==> images/sizing.png <==
Scale: 2 px per µm.
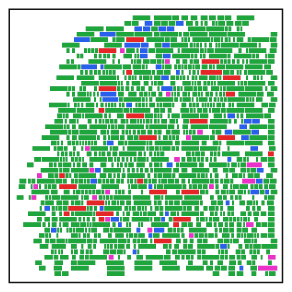
==> images/route_heat.png <==
Scale: 3 px per µm. The die is cut into 27 by 27 equal tiles; dark purple is low, yellow is high, scaled to the fullest tile. Values are wire area over tile area, all layers added.
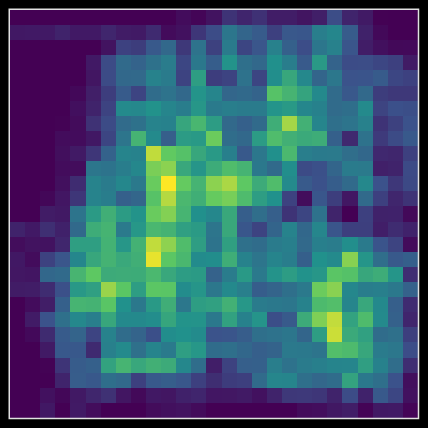
==> images/closeup.png <==
Region (43, 70) to (93, 120) µm. Cells in gray, sequential cells in the stronger gray; small squares are vias.
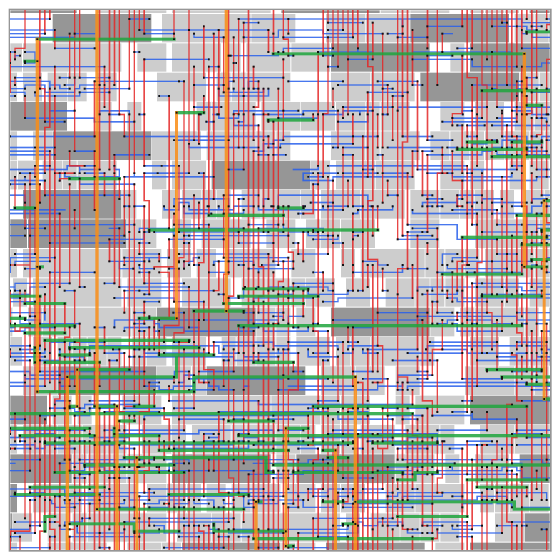
==> config.mk <==
export PLATFORM = sky130hd
export DESIGN_NAME = canon_sequencer
export DESIGN_NICKNAME = d
export VERILOG_FILES = /design/src/rtl/canon_pkg.sv /design/src/rtl/canon_score_rom.sv /design/src/rtl/canon_sequencer.sv
export SDC_FILE = /design/constraint.sdc
export NUM_CORES = 1
export LEC_CHECK = 0
export ABC_CLOCK_PERIOD_IN_PS = 13400
export CORE_MARGIN = 2
export CORE_UTILIZATION = 60
export CTS_BUF_LIST = sky130_fd_sc_hd__clkbuf_8 sky130_fd_sc_hd__clkbuf_16
export CTS_CLUSTER_DIAMETER = 50
export DETAILED_ROUTE_END_ITERATION = 8
export GPL_ROUTABILITY_DRIVEN = 0
export PLACE_DENSITY = 0.93
export SYNTH_ARGS = -nofsm -noshare
export SYNTH_HDL_FRONTEND = slang
export SYNTH_SLANG_ARGS = --single-unit
==> constraint.sdc <==
create_clock -name clk -period 13.4 [get_ports clk]
set_clock_uncertainty 0.05 [all_clocks]
set_input_delay 2.01 -clock clk [delete_from_list [all_inputs] [get_ports clk]]
set_output_delay 2.01 -clock clk [all_outputs]
set_load 0.005 [all_outputs]
==> src/rtl/canon_pkg.sv <==
// Shared types and constants for the four-voice canon sequencer.
// Note divider table, score entry layout and per-voice state encoding.
package canon_pkg;

    typedef struct packed {
        logic [4:0] pitch;   // 0 = rest
        logic [2:0] dur;     // note length is dur+1 beats
    } score_entry_t;

    typedef enum logic [1:0] {
        V_WAIT,
        V_PEND,
        V_PLAY,
        V_DONE
    } voice_state_e;

    // Equal-tempered divider table; index 1 is about 73.4 Hz at 50 MHz.
    localparam logic [12:0] NOTE_DIV [0:31] = '{
        13'd0,    13'd5319, 13'd5020, 13'd4739, 13'd4473, 13'd4222, 13'd3985, 13'd3761,
        13'd3550, 13'd3351, 13'd3163, 13'd2985, 13'd2818, 13'd2660, 13'd2510, 13'd2370,
        13'd2237, 13'd2111, 13'd1993, 13'd1881, 13'd1775, 13'd1676, 13'd1582, 13'd1493,
        13'd1409, 13'd1330, 13'd1255, 13'd1185, 13'd1119, 13'd1056, 13'd997,  13'd941
    };

endpackage

==> src/rtl/canon_score_rom.sv <==
// Combinational score lookup shared by all four voices.
// Holds up to 32 entries; SEQ_LEN sets the index width.
module canon_score_rom
    import canon_pkg::*;
#(
    parameter int SEQ_LEN = 32
) (
    input  logic [$clog2(SEQ_LEN)-1:0] idx_i,
    output score_entry_t               entry_o
);

    logic [4:0] idx5;
    logic [7:0] raw;

    assign idx5 = 5'(idx_i);

    always_comb begin
        raw = '0;
        unique case (idx5)
            5'd0:  raw = {5'd1,  3'd1};
            5'd1:  raw = {5'd0,  3'd0};
            5'd2:  raw = {5'd5,  3'd0};
            5'd3:  raw = {5'd8,  3'd2};
            5'd4:  raw = {5'd13, 3'd1};
            5'd5:  raw = {5'd0,  3'd1};
            5'd6:  raw = {5'd20, 3'd0};
            5'd7:  raw = {5'd31, 3'd3};
            5'd8:  raw = {5'd3,  3'd0};
            5'd9:  raw = {5'd10, 3'd1};
            5'd10: raw = {5'd0,  3'd0};
            5'd11: raw = {5'd17, 3'd2};
            5'd12: raw = {5'd25, 3'd0};
            5'd13: raw = {5'd12, 3'd1};
            5'd14: raw = {5'd6,  3'd0};
            5'd15: raw = {5'd0,  3'd2};
            5'd16: raw = {5'd2,  3'd1};
            5'd17: raw = {5'd9,  3'd0};
            5'd18: raw = {5'd14, 3'd3};
            5'd19: raw = {5'd0,  3'd0};
            5'd20: raw = {5'd22, 3'd1};
            5'd21: raw = {5'd28, 3'd0};
            5'd22: raw = {5'd4,  3'd2};
            5'd23: raw = {5'd11, 3'd0};
            5'd24: raw = {5'd0,  3'd1};
            5'd25: raw = {5'd16, 3'd0};
            5'd26: raw = {5'd19, 3'd1};
            5'd27: raw = {5'd7,  3'd0};
            5'd28: raw = {5'd26, 3'd2};
            5'd29: raw = {5'd0,  3'd0};
            5'd30: raw = {5'd30, 3'd0};
            5'd31: raw = {5'd1,  3'd7};
            default: raw = '0;
        endcase
    end

    assign entry_o = score_entry_t'(raw);

endmodule

==> src/rtl/canon_sequencer.sv <==
// Four-voice canon score sequencer with beat tick and round-robin ROM slot scheduler.
// CANON_LOOP_EN: score pointer wraps and voices never finish (playback ends on stop only).
module canon_sequencer
    import canon_pkg::*;
#(
    parameter int SEQ_LEN = 32,
    parameter int BEAT_W  = 24
) (
    input  logic              clk,
    input  logic              rst,
    input  logic              start,
    input  logic              stop,
    input  logic [BEAT_W-1:0] beat_period,
    input  logic [3:0]        canon_delay,
    output logic [12:0]       divider1,
    output logic [10:0]       divider2,
    output logic [10:0]       divider3,
    output logic [10:0]       divider4,
    output logic [3:0]        gate,
    output logic              busy
);

    localparam int PTR_W = $clog2(SEQ_LEN);

    typedef enum logic {S_IDLE, S_RUN} top_state_e;

    top_state_e   state_q, state_d;
    logic [BEAT_W-1:0] beat_q, beat_d;
    logic [1:0]   slot_q, slot_d;
    logic [PTR_W-1:0] ptr_q [4], ptr_d [4];
    logic [5:0]   ent_q [4], ent_d [4];
    logic [3:0]   rem_q [4], rem_d [4];
    voice_state_e vs_q [4], vs_d [4];
    logic [3:0]   gate_q, gate_d;
    logic [12:0]  dv0_q, dv0_d;
    logic [10:0]  dv_q [1:3], dv_d [1:3];
`ifndef CANON_LOOP_EN
    logic [3:0]   last_q, last_d;
`endif

    logic [BEAT_W-1:0] period_m1;
    logic              tick;
    logic              all_done;
    logic [PTR_W-1:0]  rd_idx;
    score_entry_t      rd_entry;
    logic [12:0]       note;

    assign period_m1 = (beat_period == '0) ? '0 : beat_period - BEAT_W'(1);
    assign tick      = (state_q == S_RUN) && (beat_q == period_m1);
    assign rd_idx    = ptr_q[slot_q];
    assign note      = NOTE_DIV[rd_entry.pitch];

`ifdef CANON_LOOP_EN
    assign all_done = 1'b0;
`else
    assign all_done = (vs_q[0] == V_DONE) && (vs_q[1] == V_DONE) &&
                      (vs_q[2] == V_DONE) && (vs_q[3] == V_DONE);
`endif

    canon_score_rom #(.SEQ_LEN(SEQ_LEN)) u_rom (
        .idx_i   (rd_idx),
        .entry_o (rd_entry)
    );

    always_comb begin
        state_d = state_q;
        beat_d  = beat_q;
        slot_d  = slot_q;
        ptr_d   = ptr_q;
        ent_d   = ent_q;
        rem_d   = rem_q;
        vs_d    = vs_q;
        gate_d  = gate_q;
        dv0_d   = dv0_q;
        dv_d    = dv_q;
`ifndef CANON_LOOP_EN
        last_d  = last_q;
`endif
        unique case (state_q)
            S_IDLE: begin
                if (start && !stop) begin
                    state_d = S_RUN;
                    beat_d  = '0;
                    slot_d  = '0;
                    for (int unsigned k = 0; k < 4; k++) begin
                        ptr_d[k] = '0;
                        rem_d[k] = '0;
                        ent_d[k] = 6'(k) * {2'b00, canon_delay};
                        vs_d[k]  = (k == 0 || canon_delay == 4'd0) ? V_PEND : V_WAIT;
                    end
`ifndef CANON_LOOP_EN
                    last_d = '0;
`endif
                end
            end
            S_RUN: begin
                if (stop || all_done) begin
                    state_d = S_IDLE;
                    gate_d  = '0;
                end else begin
                    beat_d = tick ? '0 : beat_q + BEAT_W'(1);
                    slot_d = slot_q + 2'd1;
                    for (int unsigned k = 0; k < 4; k++) begin
                        if (tick && vs_q[k] == V_WAIT) begin
                            ent_d[k] = ent_q[k] - 6'd1;
                            if (ent_q[k] == 6'd1) vs_d[k] = V_PEND;
                        end
                        if (tick && vs_q[k] == V_PLAY) begin
                            rem_d[k] = rem_q[k] - 4'd1;
                            if (rem_q[k] == 4'd1) begin
`ifdef CANON_LOOP_EN
                                vs_d[k] = V_PEND;
`else
                                if (last_q[k]) begin
                                    vs_d[k]   = V_DONE;
                                    gate_d[k] = 1'b0;
                                end else begin
                                    vs_d[k] = V_PEND;
                                end
`endif
                            end
                        end
                    end
                    // A pending voice is only loaded in its own slot; ticks seen while pending are not counted.
                    if (vs_q[slot_q] == V_PEND) begin
                        vs_d[slot_q]  = V_PLAY;
                        rem_d[slot_q] = 4'(rd_entry.dur) + 4'd1;
                        if (rd_idx == PTR_W'(SEQ_LEN - 1)) begin
                            ptr_d[slot_q] = '0;
`ifndef CANON_LOOP_EN
                            last_d[slot_q] = 1'b1;
`endif
                        end else begin
                            ptr_d[slot_q] = rd_idx + PTR_W'(1);
                        end
                        gate_d[slot_q] = (rd_entry.pitch != '0);
                        if (rd_entry.pitch != '0) begin
                            if (slot_q == 2'd0) dv0_d = note;
                            else                dv_d[slot_q] = note[12:2];
                        end
                    end
                end
            end
            default: state_d = S_IDLE;
        endcase
    end

    always_ff @(posedge clk or posedge rst) begin
        if (rst) begin
            state_q <= S_IDLE;
            beat_q  <= '0;
            slot_q  <= '0;
            ptr_q   <= '{default: '0};
            ent_q   <= '{default: '0};
            rem_q   <= '{default: '0};
            vs_q    <= '{default: V_WAIT};
            gate_q  <= '0;
            dv0_q   <= '0;
            dv_q    <= '{default: '0};
`ifndef CANON_LOOP_EN
            last_q  <= '0;
`endif
        end else begin
            state_q <= state_d;
            beat_q  <= beat_d;
            slot_q  <= slot_d;
            ptr_q   <= ptr_d;
            ent_q   <= ent_d;
            rem_q   <= rem_d;
            vs_q    <= vs_d;
            gate_q  <= gate_d;
            dv0_q   <= dv0_d;
            dv_q    <= dv_d;
`ifndef CANON_LOOP_EN
            last_q  <= last_d;
`endif
        end
    end

    assign divider1 = dv0_q;
    assign divider2 = dv_q[1];
    assign divider3 = dv_q[2];
    assign divider4 = dv_q[3];
    assign gate     = gate_q;
    assign busy     = (state_q == S_RUN);

endmodule

==> results.sh <==
# source this file to load flow results
export IMPL_clk_share_pct=4.82
export IMPL_drc=0
export IMPL_die_area_mm2=0.0185
export IMPL_drtPass1Iterations=6
export IMPL_top_regs="beat_q (24), ent_q (24), ptr_q (20)"
export IMPL_power_leakage_nw=5.07
export IMPL_ys_sh_xor_pct=2.99
export IMPL_dp_cells=1477
export IMPL_slew_headroom_pct=20.5
export IMPL_min_delay_worst_endpoint="divider2[10]"
export IMPL_pre_cts_ws_ps=6500
export IMPL_syn_inst=1230
export IMPL_worstPathRequired_ps=13680
export IMPL_hold_ws_ps=433
export IMPL_grt_max_degree=86
export IMPL_power_w=0.00153
export IMPL_path_delay_family="simple AND/OR/NAND/NOR gates"
export IMPL_crit_buf_inv=3
export IMPL_top_power_group="sequential cells"
export IMPL_r2r_cells=11
export IMPL_num_multi_input_gates=960
export IMPL_cts_hold_buf=0
export IMPL_async_flop_share_pct=100
export IMPL_fill_cells=1281
export IMPL_r2r_slack_ps=7570
export IMPL_die_size_y_um=136
export IMPL_finalClockPeriodUsage_pct=49.6
export IMPL_ys_warn_count=0
export IMPL_n_clock_buffer=18
export IMPL_cts_buffer_depth=2
export IMPL_powerClk_w=0.000472
export IMPL_nWellTaps=225
export IMPL_final_instance_count_excl_fill=1509
export IMPL_max_freq_ghz=0.150
export IMPL_grt_ovfl_total=0
export IMPL_max_stage_delay_ps=960
export IMPL_syn_nets=1313
export IMPL_crit_path_start_kind="input pin"
export IMPL_slew_viol_final=0
export IMPL_cts_root_buf="clkbuf_16"
export IMPL_use_met3_pct=6.60
export IMPL_pg_seq_w=0.000601
export IMPL_comb_cell_power_w=0.000457
export IMPL_register_area_mm2=0.00373
export IMPL_met1_usage_pct=39.2
export IMPL_viasPerCell=6.67
export IMPL_cp_end_kind="flop"
export IMPL_mostFrequentLayoutCells="dfrtp_1 (149), nand2_1 (137), o21ai_0 (114)"
export IMPL_buffers_excl_clock=95
export IMPL_hold_viol=0
export IMPL_ys_seq_share_pct=35.7
export IMPL_yosys_area_mm2=0.0104
export IMPL_status="finished, final reports clean"
export IMPL_seq_cell_count=149
export IMPL_maxUsedRoutingLayer="met4"
export IMPL_hold_path_class="flop to flop"
export IMPL_drive_gt1_share_pct=8.18
export IMPL_drt_iter0_drc=1290
export IMPL_p_switching_w=0.000547
export IMPL_critPathMaxFanout=36
export IMPL_mux_share_pct=5.54
export IMPL_edf_count=0
export IMPL_final_core_util_pct=69.5
export IMPL_ys_cells=1230
export IMPL_top_logic_kind="simple AND/OR/NAND/NOR gates"
export IMPL_core_util_floorplan_pct=60.8
export IMPL_area_leaders="dfrtp_1 (36%), ha_1 (6.0%), o21ai_0 (5.5%)"
export IMPL_critPathKind="input pin to flop"
export IMPL_cp_startpoint="beat_period[0]"
export IMPL_worstHoldStart="divider2[10]"
export IMPL_critPathSlowestCell="o21ai_2"
export IMPL_path_cells="clkdlybuf4s50_1 -> inv_1 -> ha_1 -> nor3b_4 -> nand4_1 -> nor2_1 -> or3_1 -> and4_1 -> nand3_1 -> or4_1 -> buf_4 -> o21ai_2 -> o21ai_0 -> a21o_1"
export IMPL_cts_num_sinks=149
export IMPL_wl_met2_um=13400
export IMPL_rows=48
Notes on sizing.png above:
legend:
  x3 and x4:
    color: magenta
    cells: 23
    share: 1.8%
    most_used: buf_4
  x1 and smaller:
    color: green
    cells: 1179
    share: 92%
    most_used: dfrtp_1
  x6 and larger:
    color: red
    cells: 27
    share: 2.1%
    most_used: clkbuf_16
  x2:
    color: blue
    cells: 55
    share: 4.3%
    most_used: mux2_2

Notes on route_heat.png above:
densest ninth of the die: center
fullest tile: 0.79
tiles over half the peak: 22%

Notes on closeup.png above:
legend:
  M2:
    color: red
  M1:
    color: blue
  M4:
    color: orange
  M3:
    color: green
netlist names of flops here include: `ptr_q` (8), `rem_q` (3), `divider1` (2)
sequential cells in the window: 18
cells with their middle in the window: 254
most frequent: nand2_1 (43), o21ai_0 (22)

